[src/rtl/store_buffer.sv]
// Core-side store buffer: a circular FIFO of {address, data} stores that drains to data memory
// through a req/ack handshake and forwards buffered data to loads.
module store_buffer #(
  parameter int unsigned DEPTH = 4
) (
  input  logic        clk,
  input  logic        reset,
  input  logic        MemWrite,
  input  logic [31:0] ALUResult,
  input  logic [31:0] WriteData,
  output logic [31:0] ReadData,
  output logic        Stall,
  output logic [31:0] mem_raddr,
  input  logic [31:0] mem_rdata,
  output logic        mem_req,
  output logic [31:0] mem_addr,
  output logic [31:0] mem_wdata,
  input  logic        mem_ack,
  output logic [2:0]  count,
  output logic        empty
);

  localparam int unsigned PtrW = $clog2(DEPTH);
  localparam logic [2:0]  Full = 3'(DEPTH);

  typedef enum logic {StIdle, StReq} state_e;

  state_e            state_q, state_d;
  logic [PtrW-1:0]   wr_ptr_q, rd_ptr_q;
  logic [2:0]        count_q, count_d;
  logic [31:0]       addr_mem [DEPTH];
  logic [31:0]       data_mem [DEPTH];
  logic              push, pop;
  logic              fwd_hit;
  logic [31:0]       fwd_data;
  logic [PtrW-1:0]   fwd_idx;

  // Stall looks only at the registered count, so a pop in the same cycle does not free a slot.
  assign push  = MemWrite && (count_q != Full);
  assign Stall = MemWrite && (count_q == Full);
  assign pop   = (state_q == StReq) && mem_ack;

  assign count     = count_q;
  assign empty     = (count_q == 3'd0);
  assign mem_raddr = ALUResult;

  always_comb begin
    count_d = count_q;
    unique case ({push, pop})
      2'b10:   count_d = count_q + 3'd1;
      2'b01:   count_d = count_q - 3'd1;
      default: count_d = count_q;
    endcase
  end

  always_ff @(posedge clk or negedge reset) begin
    if (!reset) begin
      wr_ptr_q <= '0;
      rd_ptr_q <= '0;
      count_q  <= '0;
    end else begin
      if (push) wr_ptr_q <= wr_ptr_q + 1'b1;
      if (pop)  rd_ptr_q <= rd_ptr_q + 1'b1;
      count_q <= count_d;
    end
  end

  // Storage is deliberately not reset; validity comes from the pointers and count.
  always_ff @(posedge clk) begin
    if (push) begin
      addr_mem[wr_ptr_q] <= ALUResult;
      data_mem[wr_ptr_q] <= WriteData;
    end
  end

  // Drain FSM: state register
  always_ff @(posedge clk or negedge reset) begin
    if (!reset) state_q <= StIdle;
    else        state_q <= state_d;
  end

  // Drain FSM: next state
  always_comb begin
    state_d = state_q;
    unique case (state_q)
      StIdle:  if (count_q != 3'd0) state_d = StReq;
      StReq:   if (pop && (count_d == 3'd0)) state_d = StIdle;
      default: state_d = StIdle;
    endcase
  end

  // Drain FSM: outputs; the head entry cannot be overwritten while occupied, so it is stable
  always_comb begin
    mem_req   = (state_q == StReq);
    mem_addr  = addr_mem[rd_ptr_q];
    mem_wdata = data_mem[rd_ptr_q];
  end

  // Walk from oldest to youngest so the last match wins.
  always_comb begin
    fwd_hit  = 1'b0;
    fwd_data = '0;
    fwd_idx  = '0;
    for (int unsigned k = 0; k < DEPTH; k++) begin
      fwd_idx = rd_ptr_q + PtrW'(k);
      if ((3'(k) < count_q) && (addr_mem[fwd_idx][31:2] == ALUResult[31:2])) begin
        fwd_hit  = 1'b1;
        fwd_data = data_mem[fwd_idx];
      end
    end
    ReadData = fwd_hit ? fwd_data : mem_rdata;
  end

endmodule

[config.mk]
export PLATFORM = sky130hd
export DESIGN_NAME = store_buffer
export DESIGN_NICKNAME = d
export VERILOG_FILES = /design/src/rtl/store_buffer.sv
export SDC_FILE = /design/constraint.sdc
export NUM_CORES = 1
export LEC_CHECK = 0
export CAP_MARGIN = 40
export CORE_UTILIZATION = 50
export CTS_CLUSTER_DIAMETER = 150
export CTS_CLUSTER_SIZE = 30
export DETAILED_ROUTE_END_ITERATION = 8
export MAX_ROUTING_LAYER = met4
export PLACE_DENSITY = 0.73
export SYNTH_ARGS = -nofsm -noshare
export SYNTH_HDL_FRONTEND = slang
export SYNTH_SLANG_ARGS = --single-unit
[constraint.sdc]
create_clock -name clk -period 5.8 [get_ports clk]
set_clock_uncertainty 0.1 [all_clocks]
set_input_delay 1.45 -clock clk [delete_from_list [all_inputs] [get_ports clk]]
set_output_delay 1.45 -clock clk [all_outputs]
set_load 0.02 [all_outputs]
==> out/metrics.cfg <==
[status]
status = complete, no violations

[floorplanning]
ios = 234

[placed_design]
hpwl_um = 37300
place.gp.congestion = 0.9872

[synth]
ys_sh_mux = 0.2916
yosysWarningCount = 0
syn_nets = 1428
yosysChipArea_sq_um = 17950
netlist_area_sq_um = 17950

[clock_tree]
h-tree-depth = 1
cts_root_buffer = clkbuf_16

[global_routing]
grt_first_pass_wirelength_um = 79950

[final_timing]
fin_ws_ns = 0.04960
drv_slew = 0

[detailed_routing]
wl_per_cell_um = 26.29
drcViolationCount = 0

[layout]
area_growth_pct = 27.05
n_all_inverters = 14
logic_area_sq_um = 9572

[worst_hold_path]
hold_path_end = wr_ptr_q[0]$_DFFE_PN0P_

[critical_path]
end_kind = primary output
critical_path_class = in -> out

[power by group]
part	switching (mW)	internal, mW	leakage, nW	total [mW]
registers	0.299	2.54	2.44	2.84
logic	3.22	3.20	5.29	6.43
clock network	0.584	0.409	0.164	0.993
[routing by layer]
metal  part of all wire  vias up  GRT usage
li1                   -     5925          -
met5                  0        -          -
met3              0.084      149    0.04131
met2               0.47      797     0.4645
met1               0.41     6965     0.4057
met4              0.038        0    0.09707
[stage by stage]
stage	instance area, sq um	power, mW
2_1_floorplan	17950	6.931
3_3_place_gp	21600	8.865
3_5_place_dp	21650	8.998
4_1_cts	22300	10.07
5_1_grt	22800	10.70
6_report	22800	10.25
[state kept, by name (all words and copies together), names as in the netlist]
name,flops
count,3
rd_ptr_q,2
addr_mem,128
mem_req,1
data_mem,128
wr_ptr_q,2
Fig. 1: metal 2
Cells faint in the background.
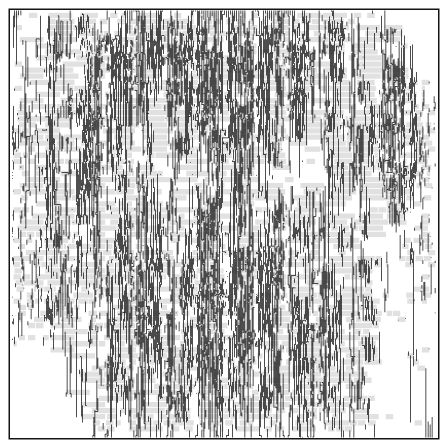
nets with wire on the layer	1,526
wire length on this layer	25.5 mm
main direction	vertical
share of all routed wire	47%

Fig. 2: M4 wires
Bar = 50 um. Cells faint in the background.
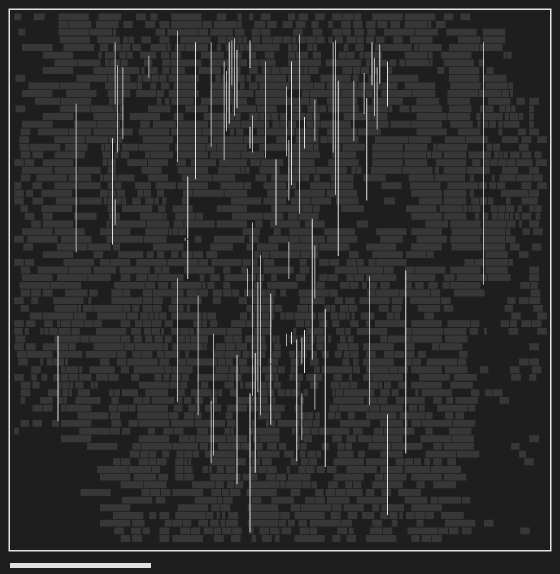
longest straight run	85.7 um
main direction	vertical
wire length on this layer	2,080 um
nets with wire on the layer	55
share of all routed wire	3.8%
vias after detailed routing: 13,840
final WL: 54,310 um

Fig. 3: cell sizes after repair
Bar = 50 um.
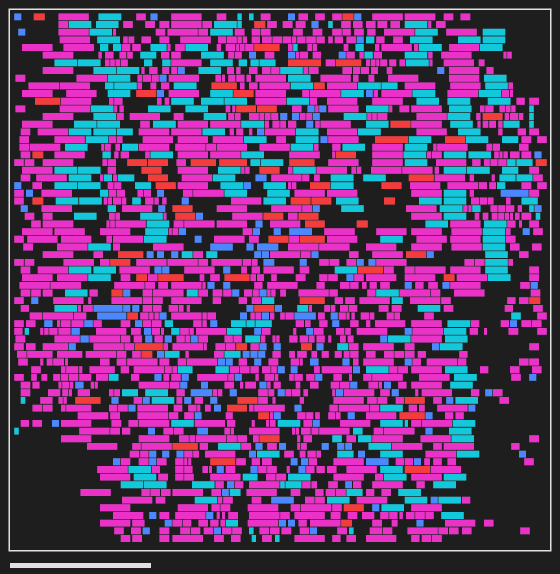
colour	size	cells	share
red	drive 6 and up	73	4.6%
magenta	drive 1 or less	1,088	68%
blue	drive 3 to 4	185	12%
cyan	drive 2	258	16%

Power and IR drop assume default switching activity.
